File: src/rtl/ram_arbiter.sv
// ram_arbiter: shares one single-port synchronous RAM between a fixed-priority
// video read port (m0) and a CPU read/write port (m1), with a starvation guard
// that forces a CPU slot after MAX_RUN back-to-back video grants.
//
// Ports:
//   clk, reset_n                      clock, synchronous active-low reset
//   m0_req/m0_addr                    video read request and address
//   m0_gnt/m0_rvalid/m0_rdata         video grant and read return
//   m1_req/m1_rw/m1_addr/m1_wdata     CPU request (rw: 1 = read, 0 = write)
//   m1_gnt/m1_rvalid/m1_rdata         CPU grant and read return
//   ram_cs/ram_rw/ram_addr/ram_wdata  RAM control, driven by the granted port
//   ram_rdata                         RAM read data, valid the cycle after a read
module ram_arbiter #(
    parameter int A       = 12,
    parameter int D       = 8,
    parameter int MAX_RUN = 4
) (
    input  logic         clk,
    input  logic         reset_n,
    input  logic         m0_req,
    input  logic [A-1:0] m0_addr,
    output logic         m0_gnt,
    output logic         m0_rvalid,
    output logic [D-1:0] m0_rdata,
    input  logic         m1_req,
    input  logic         m1_rw,
    input  logic [A-1:0] m1_addr,
    input  logic [D-1:0] m1_wdata,
    output logic         m1_gnt,
    output logic         m1_rvalid,
    output logic [D-1:0] m1_rdata,
    output logic         ram_cs,
    output logic         ram_rw,
    output logic [A-1:0] ram_addr,
    output logic [D-1:0] ram_wdata,
    input  logic [D-1:0] ram_rdata
);
    typedef enum logic {NORMAL, FORCED} state_t;
    state_t       state, state_nx;
    logic [3:0]   run, run_nx;
    logic         own0, own1;
    logic [D-1:0] hold0, hold1;

    always_ff @(posedge clk) begin
        if (!reset_n) begin
            state <= NORMAL;
            run   <= '0;
            own0  <= 1'b0;
            own1  <= 1'b0;
            hold0 <= '0;
            hold1 <= '0;
        end else begin
            state <= state_nx;
            run   <= run_nx;
            own0  <= m0_gnt;
            own1  <= m1_gnt & m1_rw;
            if (own0) hold0 <= ram_rdata;
            if (own1) hold1 <= ram_rdata;
        end
    end

    // An m0 grant can only reach the increment branch while m1 is waiting in
    // NORMAL below the limit, so the counter saturates by forcing instead.
    always_comb begin
        state_nx = state;
        run_nx   = run;
        if (state == NORMAL && m0_gnt && m1_req && run == 4'(MAX_RUN - 1)) begin
            state_nx = FORCED;
            run_nx   = '0;
        end else if (m1_gnt || !m1_req) begin
            state_nx = NORMAL;
            run_nx   = '0;
        end else if (m0_gnt) begin
            run_nx = run + 4'd1;
        end
    end

    always_comb begin
        m1_gnt    = reset_n & m1_req & (state == FORCED | ~m0_req);
        m0_gnt    = reset_n & m0_req & ~m1_gnt;
        ram_cs    = m0_gnt | m1_gnt;
        ram_rw    = m1_gnt ? m1_rw : 1'b1;
        ram_addr  = m0_gnt ? m0_addr : m1_gnt ? m1_addr : '0;
        ram_wdata = m1_gnt ? m1_wdata : '0;
        // Gating with reset_n drops a return whose grant preceded reset.
        m0_rvalid = reset_n & own0;
        m1_rvalid = reset_n & own1;
        m0_rdata  = own0 ? ram_rdata : hold0;
        m1_rdata  = own1 ? ram_rdata : hold1;
    end
endmodule

File: config.mk
export PLATFORM = sky130hd
export DESIGN_NAME = ram_arbiter
export DESIGN_NICKNAME = d
export VERILOG_FILES = /design/src/rtl/ram_arbiter.sv
export SDC_FILE = /design/constraint.sdc
export NUM_CORES = 1
export LEC_CHECK = 0
export CAP_MARGIN = 10
export CORE_ASPECT_RATIO = 1.5
export CORE_MARGIN = 1
export CORE_UTILIZATION = 34
export CTS_BUF_LIST = sky130_fd_sc_hd__clkbuf_4 sky130_fd_sc_hd__clkbuf_8
export CTS_CLUSTER_SIZE = 24
export DETAILED_ROUTE_END_ITERATION = 8
export PLACE_DENSITY = 0.82
export SETUP_SLACK_MARGIN = 0.3
export SYNTH_ARGS = -nofsm -noshare
export SYNTH_HDL_FRONTEND = slang
export SYNTH_SLANG_ARGS = --single-unit
File: constraint.sdc
create_clock -name clk -period 1.5 [get_ports clk]
set_input_delay 0.3 -clock clk [delete_from_list [all_inputs] [get_ports clk]]
set_output_delay 0.3 -clock clk [all_outputs]
set_load 0.02 [all_outputs]
### Metal 1, run 1

Scale: 4 px per µm.
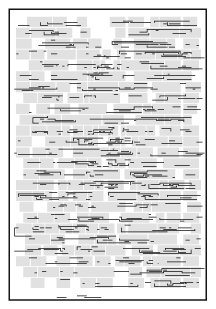
longest straight run: 16.6 µm
share of all routed wire: 29%
main direction: horizontal
nets with wire on the layer: 226
wire length on this layer: 1430 µm
M1 GR Usage: 20.8%
DR vias: 1357
routed wire length: 4960 µm

### M2 wires, run 1

Scale: 6 px per µm.
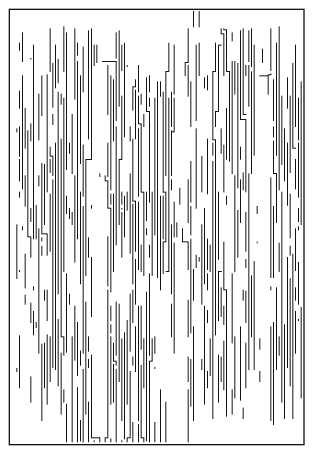
main direction: vertical
longest straight run: 42.8 µm
share of all routed wire: 62%
wire length on this layer: 3060 µm
met2 capacity usage during global routing: 55.7%

==> impl_table.tex, run 1 <==
% Auto-generated results table
\begin{tabular}{lr}
\hline
Metric & Value \\
\hline
\multicolumn{2}{l}{\textbf{Layout}} \\
Most common logic cells in the final layout & sky130\_fd\_sc\_hd\_\_buf\_6, sky130\_fd\_sc\_hd\_\_clkdlybuf4s50\_1, sky130\_fd\_sc\_hd\_\_dfxtp\_1, sky130\_fd\_sc\_hd\_\_and2\_1, sky130\_fd\_sc\_hd\_\_mux2\_4 \\
\# diodes & 0 \\
Count of nets after finishing & 274 \\
Layout Cells excl Fill & 267 \\
Finished layout cell area & roughly 0.0027 mm² \\
Layout Area Growth over Synthesis & 144\% \\
Count of filler cells inserted in the layout & 161 \\
Utilization after layout & 86.7\% \\
Layout cell share with drive strength beyond 1 & between 50\% and 60\% \\
Most frequent standard cell in the layout excluding fill and tap cells & sky130\_fd\_sc\_hd\_\_buf\_6 \\
\multicolumn{2}{l}{\textbf{Clock network}} \\
H-tree depth & 1 \\
Clock latency reported for the late side of the worst-skew pair & $\sim$0.27 ns \\
CTS Hold Bufs & 0 \\
Inserted Clock Buffers & 3 \\
CTS tree & built \\
Post-CTS Repair Setup Buffers & 10 \\
TritonCTS sink count & 23 \\
Root Buffer & sky130\_fd\_sc\_hd\_\_clkbuf\_8 \\
CTS clock-pin slew for the worst setup and hold paths & 0.08 ns \\
Post-CTS sizing & $\sim$280 \\
Buffer levels on the longest clock path & 2 \\
\multicolumn{2}{l}{\textbf{Final timing}} \\
Fmax achieved & 597 MHz \\
Least-Margin Pin Slew & 0.291 ns \\
Final count of hold timing violations & 0 \\
Final Slew Violations & 0 \\
Worst Clk Skew & between 0.001 and 0.0015 ns \\
Final setup vio count & 36 \\
Min Clock Period, post-route & between 1.5 and 2 ns \\
Summed negative setup slack over all endpoints & -3.93 ns \\
Setup WS post-layout & -0.176 ns \\
Worst hold margin & 0.473 ns \\
Worst relative slew slack & 80.4\% \\
Unrepaired setup endpoints after global routing & true \\
Fraction of the cycle the final worst path needs & 112\% \\
\multicolumn{2}{l}{\textbf{Die}} \\
I/O pin total & 87 \\
Total die area & 0.00354 mm² \\
Die Y & approximately 72 µm \\
Standard-cell rows & 25 \\
Floorplan Core Area & roughly 0.0032 mm² \\
Die boundary width & 48.9 µm \\
Floorplan utilization & 35.5\% \\
\multicolumn{2}{l}{\textbf{Route}} \\
DR iter-0 viols & 9 \\
Number of antenna-violating nets in the routed design & 0 \\
Number of remaining DRC errors & 0 \\
Average routed wire per standard cell & 18.6 µm \\
Number of detailed-route iterations in the first pass & 3 \\
Average via count per standard cell & 5.08 \\
\multicolumn{2}{l}{\textbf{Synth}} \\
Total nets after synthesis & 160 \\
Mapped Cells & $\sim$110 \\
Number of warnings issued by yosys & 0 \\
Yosys cell types & 26 \\
Mean instance size in the synthesized netlist & 9.83 µm² \\
Cell count listed in synth\_stat.txt & 114 \\
Cell area after synthesis & 0.00112 mm² \\
Post-synthesis sequential area ratio & 41.1\% \\
Summed standard-cell area reported by yosys & 0.00112 mm² \\
Count of state elements after synthesis & 23 \\
\multicolumn{2}{l}{\textbf{GRT}} \\
First-pass GRT wire length & 6740 µm \\
Antenna violations before repair & 0 \\
Largest net degree at the start of global routing & 14 \\
Global-route usage over all layers & 25.3\% \\
Busiest grt layer & met2 \\
Remaining global-route overflow & 0 \\
Via count of the first global-routing pass & 1483 \\
\multicolumn{2}{l}{\textbf{Status}} \\
Result of the run & complete, but fails checks \\
Violations in the final reports & setup timing \\
\multicolumn{2}{l}{\textbf{Placement}} \\
Global placement routability congestion & 0.775 \\
Port buffer count & 86 \\
Dpl cells & $\sim$240 \\
Area of placed instances & 0.00225 mm² \\
Post-Place Worst Slack & -0.850 ns \\
HPWL reported at the end of detailed placement & 2890 µm \\
\multicolumn{2}{l}{\textbf{Worst setup path}} \\
Crit Path Class & flip-flop to output pin \\
Max FO, Critical Path & 6 \\
Data arrival time of the critical path & 1.38 ns \\
Critical path capture point type & output pin \\
Data required, critical path & 1.20 ns \\
Startpoint type of the worst setup path & flip-flop \\
\multicolumn{2}{l}{\textbf{Power}} \\
Post-layout power & around 1.6 mW \\
Cell leakage power & approximately 1.2 nW \\
Power density over the cells & $\sim$600 mW/mm² \\
IR drop worst, VDD & 0.000473 V \\
\multicolumn{2}{l}{\textbf{Job}} \\
Maximum capacitance violations & 0 \\
OpenROAD warnings & 29 \\
\multicolumn{2}{l}{\textbf{Hold path}} \\
Path type of the worst min-delay path & input port to flip-flop \\
\hline
\end{tabular}
### Metal 3, run 1

Scale: 4 px per µm.
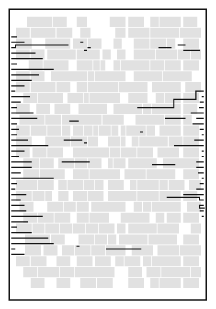
main direction: horizontal
nets with wire on the layer: 72
share of all routed wire: 5.7%
longest straight run: 13.1 µm
wire length on this layer: 283 µm
GR met3 Demand/Resource: 3.98%

### Metal 4, run 1

Scale: 4 px per µm.
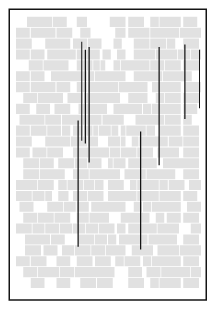
main direction: vertical
longest straight run: 31.3 µm
nets with wire on the layer: 8
share of all routed wire: 4.0%

-- run 1: synth_stat cells --
library cell,n,area [µm²]
sky130_fd_sc_hd__buf_2,2,10.0
sky130_fd_sc_hd__nand4_1,1,6.26
sky130_fd_sc_hd__o311ai_0,1,8.76
sky130_fd_sc_hd__nand3_1,1,5.00
sky130_fd_sc_hd__a22o_1,12,105
sky130_fd_sc_hd__or4_1,1,7.51
sky130_fd_sc_hd__o21ai_0,1,5.00
sky130_fd_sc_hd__mux2_2,16,180
sky130_fd_sc_hd__dfxtp_1,23,460
sky130_fd_sc_hd__inv_1,2,7.51
sky130_fd_sc_hd__clkbuf_1,5,18.8
sky130_fd_sc_hd__nand4b_1,1,8.76
sky130_fd_sc_hd__or3_1,1,6.26
sky130_fd_sc_hd__ha_1,1,12.5
sky130_fd_sc_hd__o31ai_1,1,7.51
sky130_fd_sc_hd__and2_1,27,169
sky130_fd_sc_hd__o21a_1,1,7.51
sky130_fd_sc_hd__nor2_1,4,15.0
sky130_fd_sc_hd__or3b_2,1,8.76
sky130_fd_sc_hd__and2_4,1,8.76
sky130_fd_sc_hd__nand2_1,4,15.0
sky130_fd_sc_hd__and4b_1,1,10.0
sky130_fd_sc_hd__nor3_1,1,5.00
sky130_fd_sc_hd__nand2b_1,1,6.26
sky130_fd_sc_hd__buf_6,1,11.3
sky130_fd_sc_hd__a21oi_1,3,15.0
-- run 1: cell families (layout without fill, tap and decap cells) --
logic type                 after synthesis  after routing  share of synthesized area (%)
DFF                                     23             23                           41.1
adders and majority gates                1              1                           1.12
buffers and inverters                   10            123                           4.24
muxes                                   16             16                           16.1
and+or+nand+nor                         45             45                           24.2
AOI/OAI and AO/OA                       19             19                           13.3
-- run 1: where the power goes --
part	switching (mW)	internal, mW
logic	0.233	0.373
registers	0.00823	0.628
clock network	0.203	0.186
-- run 1: worst paths after layout --
check,slack (ns),cells past startpoint,startpoint,end
worst max-delay path,-0.18,5,state$_SDFFE_PN0P_,ram_addr[10]
worst max register to register,0.17,4,state$_SDFFE_PN0P_,run[3]$_SDFFE_PP0P_
worst min-delay path,0.47,4,m0_req,own0$_SDFF_PN0_
worst min register to register,0.54,2,run[2]$_SDFFE_PP0P_,run[2]$_SDFFE_PP0P_
-- run 1: critical path: stages (launching register included) --
cell	delay, ns
sky130_fd_sc_hd__dfxtp_2	0.36
sky130_fd_sc_hd__and2_4	0.17
sky130_fd_sc_hd__nor2_4	0.05
sky130_fd_sc_hd__clkbuf_16	0.16
sky130_fd_sc_hd__a22o_4	0.24
sky130_fd_sc_hd__buf_6	0.13
-- run 1: sequential cells by signal, indices dropped and copies added, names as in the netlist --
register  flops
run           4
hold1         8
own0          1
own1          1
hold0         8
state         1
-- run 1: routing by layer --
metal  wire length [µm]  vias up
li1                   -      623
met2               3060       81
met4                198        0
met3                282       16
met1               1430      637
met5                  0        -
-- run 1: area by class of cell --
class	count	area [µm²]	share of cell area, %
clock inverters	1	5.00	0.183
multi-input cells	81	832	30.4
inverters	2	7.51	0.274
well taps	40	50.0	1.83
repair buffers	117	1330	48.7
clock buffers	3	41.3	1.51
flip-flops and latches	23	469	17.1
==> run 1 -> run 2 <==
--- a/config.mk
+++ b/config.mk
@@ -17,3 +17,4 @@
 export SYNTH_ARGS = -nofsm -noshare
 export SYNTH_HDL_FRONTEND = slang
 export SYNTH_SLANG_ARGS = --single-unit
+export TNS_END_PERCENT = 30
==> impl_table.tex, run 2 <==
% Auto-generated results table
\begin{tabular}{lr}
\hline
Metric & Value \\
\hline
\multicolumn{2}{l}{\textbf{Status}} \\
Result of the run & complete, but fails checks \\
Violations in the final reports & setup timing \\
\multicolumn{2}{l}{\textbf{GRT}} \\
Global-route usage over all layers & 21.8\% (-3.5 points) \\
First-pass GRT wire length & 5840 µm (-13\%) \\
Remaining global-route overflow & 0 (unchanged) \\
Via count of the first global-routing pass & 1337 (-9.8\%) \\
Largest net degree at the start of global routing & 21 (+7) \\
Antenna violations before repair & 0 (unchanged) \\
\multicolumn{2}{l}{\textbf{Final timing}} \\
Least-Margin Pin Slew & 0.222 ns (-0.0694 ns) \\
Fmax achieved & 603 MHz (+1.1\%) \\
Unrepaired setup endpoints after global routing & true \\
Summed negative setup slack over all endpoints & -3.24 ns (+0.689 ns) \\
Fraction of the cycle the final worst path needs & 111\% (-1.2 points) \\
Min Clock Period, post-route & 1.66 ns (-0.0174 ns) \\
Worst Clk Skew & 0.00276 ns (+0.00161 ns) \\
Setup WS post-layout & -0.159 ns (+0.0174 ns) \\
Final Slew Violations & 0 (unchanged) \\
Final setup vio count & 30 (-17\%) \\
Final count of hold timing violations & 0 (unchanged) \\
Worst relative slew slack & 85.0\% (+4.6 points) \\
\multicolumn{2}{l}{\textbf{Clock network}} \\
H-tree depth & 1 (unchanged) \\
Buffer levels on the longest clock path & 2 (unchanged) \\
CTS tree & built \\
CTS clock-pin slew for the worst setup and hold paths & 0.07 ns (about the same) \\
Inserted Clock Buffers & 3 (unchanged) \\
TritonCTS sink count & 23 (unchanged) \\
Root Buffer & sky130\_fd\_sc\_hd\_\_clkbuf\_8 \\
Clock latency reported for the late side of the worst-skew pair & 0.26 ns (about the same) \\
\multicolumn{2}{l}{\textbf{Placement}} \\
Post-Place Worst Slack & -0.838 ns (+0.0118 ns) \\
Port buffer count & 86 (unchanged) \\
Global placement routability congestion & 0.771 (-0.43\%) \\
HPWL reported at the end of detailed placement & 2670 µm (-7.7\%) \\
\multicolumn{2}{l}{\textbf{Layout}} \\
Most frequent standard cell in the layout excluding fill and tap cells & sky130\_fd\_sc\_hd\_\_clkdlybuf4s50\_1 \\
\# diodes & 0 (unchanged) \\
Utilization after layout & 77.3\% (-9.4 points) \\
Layout cell share with drive strength beyond 1 & 52.4\% (-6.2 points) \\
Layout Area Growth over Synthesis & 118\% \\
Biggest registers after layout & hold0 (8), hold1 (8), run (4) \\
Most common logic cells in the final layout & sky130\_fd\_sc\_hd\_\_clkdlybuf4s50\_1, sky130\_fd\_sc\_hd\_\_buf\_6, sky130\_fd\_sc\_hd\_\_and2\_1, sky130\_fd\_sc\_hd\_\_dfxtp\_1 \\
Count of nets after finishing & 259 (-5.5\%) \\
\multicolumn{2}{l}{\textbf{Die}} \\
Floorplan utilization & 35.5\% (unchanged) \\
Floorplan Core Area & 0.00316 mm² (unchanged) \\
Total die area & 0.00354 mm² (unchanged) \\
I/O pin total & 87 (unchanged) \\
Die boundary width & 48.9 µm (unchanged) \\
Standard-cell rows & 25 (unchanged) \\
Die Y & 72.3 µm (unchanged) \\
\multicolumn{2}{l}{\textbf{Synth}} \\
Top cells by area & sky130\_fd\_sc\_hd\_\_dfxtp\_1, sky130\_fd\_sc\_hd\_\_mux2\_2, sky130\_fd\_sc\_hd\_\_and2\_1 \\
Yosys top cell by instances & sky130\_fd\_sc\_hd\_\_and2\_1 \\
Total nets after synthesis & 160 (unchanged) \\
Yosys cell types & 26 (unchanged) \\
Post-synthesis sequential area ratio & 41.1\% (unchanged) \\
Cell count listed in synth\_stat.txt & 114 (unchanged) \\
Mapped Cells & 114 (unchanged) \\
Async set-reset flop share out of synthesis & 0\% (unchanged) \\
Mean instance size in the synthesized netlist & 9.83 µm² (unchanged) \\
Cell area after synthesis & 0.00112 mm² (unchanged) \\
Count of state elements after synthesis & 23 (unchanged) \\
Number of warnings issued by yosys & 0 (unchanged) \\
Dominant cell area share & 41.1\% (unchanged) \\
Biggest area consumer among synthesized cells & sky130\_fd\_sc\_hd\_\_dfxtp\_1 \\
Summed standard-cell area reported by yosys & 0.00112 mm² (unchanged) \\
Main synth FF type & sky130\_fd\_sc\_hd\_\_dfxtp\_1 \\
Leading cell types by count after synthesis & sky130\_fd\_sc\_hd\_\_and2\_1, sky130\_fd\_sc\_hd\_\_dfxtp\_1, sky130\_fd\_sc\_hd\_\_mux2\_2 \\
Number of enable flip-flop cells & 0 (unchanged) \\
\multicolumn{2}{l}{\textbf{Job}} \\
Maximum capacitance violations & 0 (unchanged) \\
OpenROAD warnings & 29 (unchanged) \\
\multicolumn{2}{l}{\textbf{Worst setup path}} \\
Data arrival time of the critical path & 1.36 ns (-0.02 ns) \\
Startpoint type of the worst setup path & flip-flop \\
Max FO, Critical Path & 6 (unchanged) \\
Crit Path Class & flip-flop to output pin \\
Critical path capture point type & output pin \\
Data required, critical path & 1.20 ns (about the same) \\
\multicolumn{2}{l}{\textbf{Route}} \\
Number of antenna-violating nets in the routed design & 0 (unchanged) \\
Average routed wire per standard cell & 15.0 µm (-19\%) \\
Number of detailed-route iterations in the first pass & 4 (+1) \\
Number of remaining DRC errors & 0 (unchanged) \\
Average via count per standard cell & 5.01 (-1.4\%) \\
DR iter-0 viols & 8 (-1) \\
\multicolumn{2}{l}{\textbf{Power}} \\
Cell leakage power & 1.10 nW (-11\%) \\
Power density over the cells & 620 mW/mm² (+4.0\%) \\
IR drop worst, VDD & 0.000387 V (-18\%) \\
\multicolumn{2}{l}{\textbf{Hold path}} \\
Path type of the worst min-delay path & flip-flop to flip-flop \\
\hline
\end{tabular}
run 2: cell counts after synthesis:
No cell type changed its count.
run 2: stage by stage:
step                std cells  hold WS (ns)  cell area (µm²)  power (mW)
finish                    252         0.505             2440        1.51
global route              252         0.531             2440        1.58
CTS                       251         0.504             2310        1.49
detailed placement        241         0.487             2230        1.12
global placement          241         0.472             2230        1.11
floorplan                 114         0.422             1260       0.850
run 2: power breakdown:
group          switching [mW]  internal (mW)  total (mW)
registers             0.00735          0.628       0.635
clock network           0.182          0.185       0.367
logic                   0.203          0.308       0.511
total                   0.393           1.12        1.51
run 2: area by class of cell:
type                    instances  area [µm²]
clock inverters                 1        5.00
repair buffers                102        1070
clock buffers                   3        41.3
well taps                      40        50.0
flip-flops and latches         23         469
inverters                       2        7.51
multi-input cells              81         797
fillers                       197         718
run 2: worst paths after layout:
path | slack [ns] | depth (start not counted) | to | from
worst max-delay path | -0.16 | 6 | ram_addr[8] | state$_SDFFE_PN0P_
worst min register to register | 0.50 | 2 | run[3]$_SDFFE_PP0P_ | run[3]$_SDFFE_PP0P_
worst max register to register | 0.18 | 4 | run[3]$_SDFFE_PP0P_ | state$_SDFFE_PN0P_
worst min-delay path | 0.50 | 2 | run[3]$_SDFFE_PP0P_ | run[3]$_SDFFE_PP0P_
run 2: kinds of logic after synthesis:
group	synth area share, %
compound gates	13.3
simple gates	24.2
flops	41.1
fa+ha+maj	1.12
buf+inv	4.24
mux	16.1
run 2: critical path, stage by stage, from the launching register on:
cell and delay (ns):
sky130_fd_sc_hd__dfxtp_2 0.34, sky130_fd_sc_hd__inv_2 0.07, sky130_fd_sc_hd__a21oi_4 0.07, sky130_fd_sc_hd__buf_12 0.13
sky130_fd_sc_hd__buf_12 0.13, sky130_fd_sc_hd__a22o_4 0.23, sky130_fd_sc_hd__buf_6 0.13
run 2: per-layer routing:
metal | global-route usage, % | vias to the layer above | part of all wire (%)
li1 | - | 596 | -
met3 | 5.45 | 16 | 7.7
met4 | 16.0 | 0 | 5.6
met2 | 42.9 | 86 | 54
met1 | 18.4 | 565 | 32
met5 | 0 | - | 0
run 2: timing repair:
| item | 4_1_cts | 5_1_grt |
|---|---|---|
| cloned | 2 | 1 |
| pin swaps | 3 | 0 |
| setup endpoints to repair | 48 | 46 |
| gates resized | 222 | 34 |
| setup buffers | 4 | 0 |
| hold buffers | 0 | 0 |
### M2 wires, run 2

Scale: 6 px per µm.
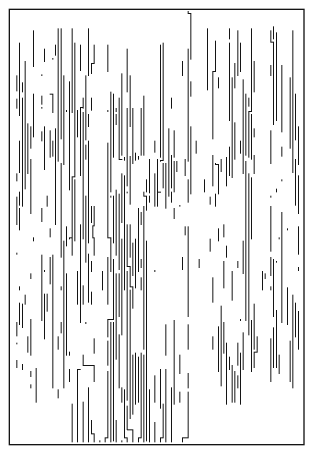
nets with wire on the layer: 240
wire length on this layer: 2060 µm
share of all routed wire: 54%
longest straight run: 33.3 µm
met2 capacity usage during global routing: 42.9%
DR vias: 1263
routed wire length: 3770 µm

### Metal 3, run 2

Scale: 4 px per µm.
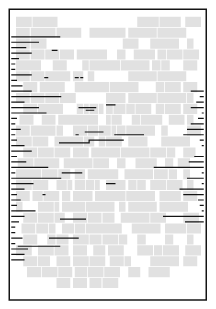
share of all routed wire: 7.8%
main direction: horizontal
wire length on this layer: 292 µm
GR met3 Demand/Resource: 5.45%

### Metal 4, run 2

Scale: 4 px per µm.
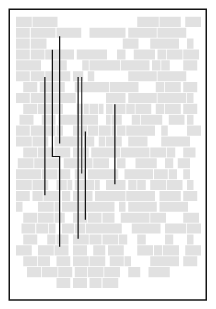
share of all routed wire: 5.6%
wire length on this layer: 212 µm

Power and IR drop assume default switching activity.
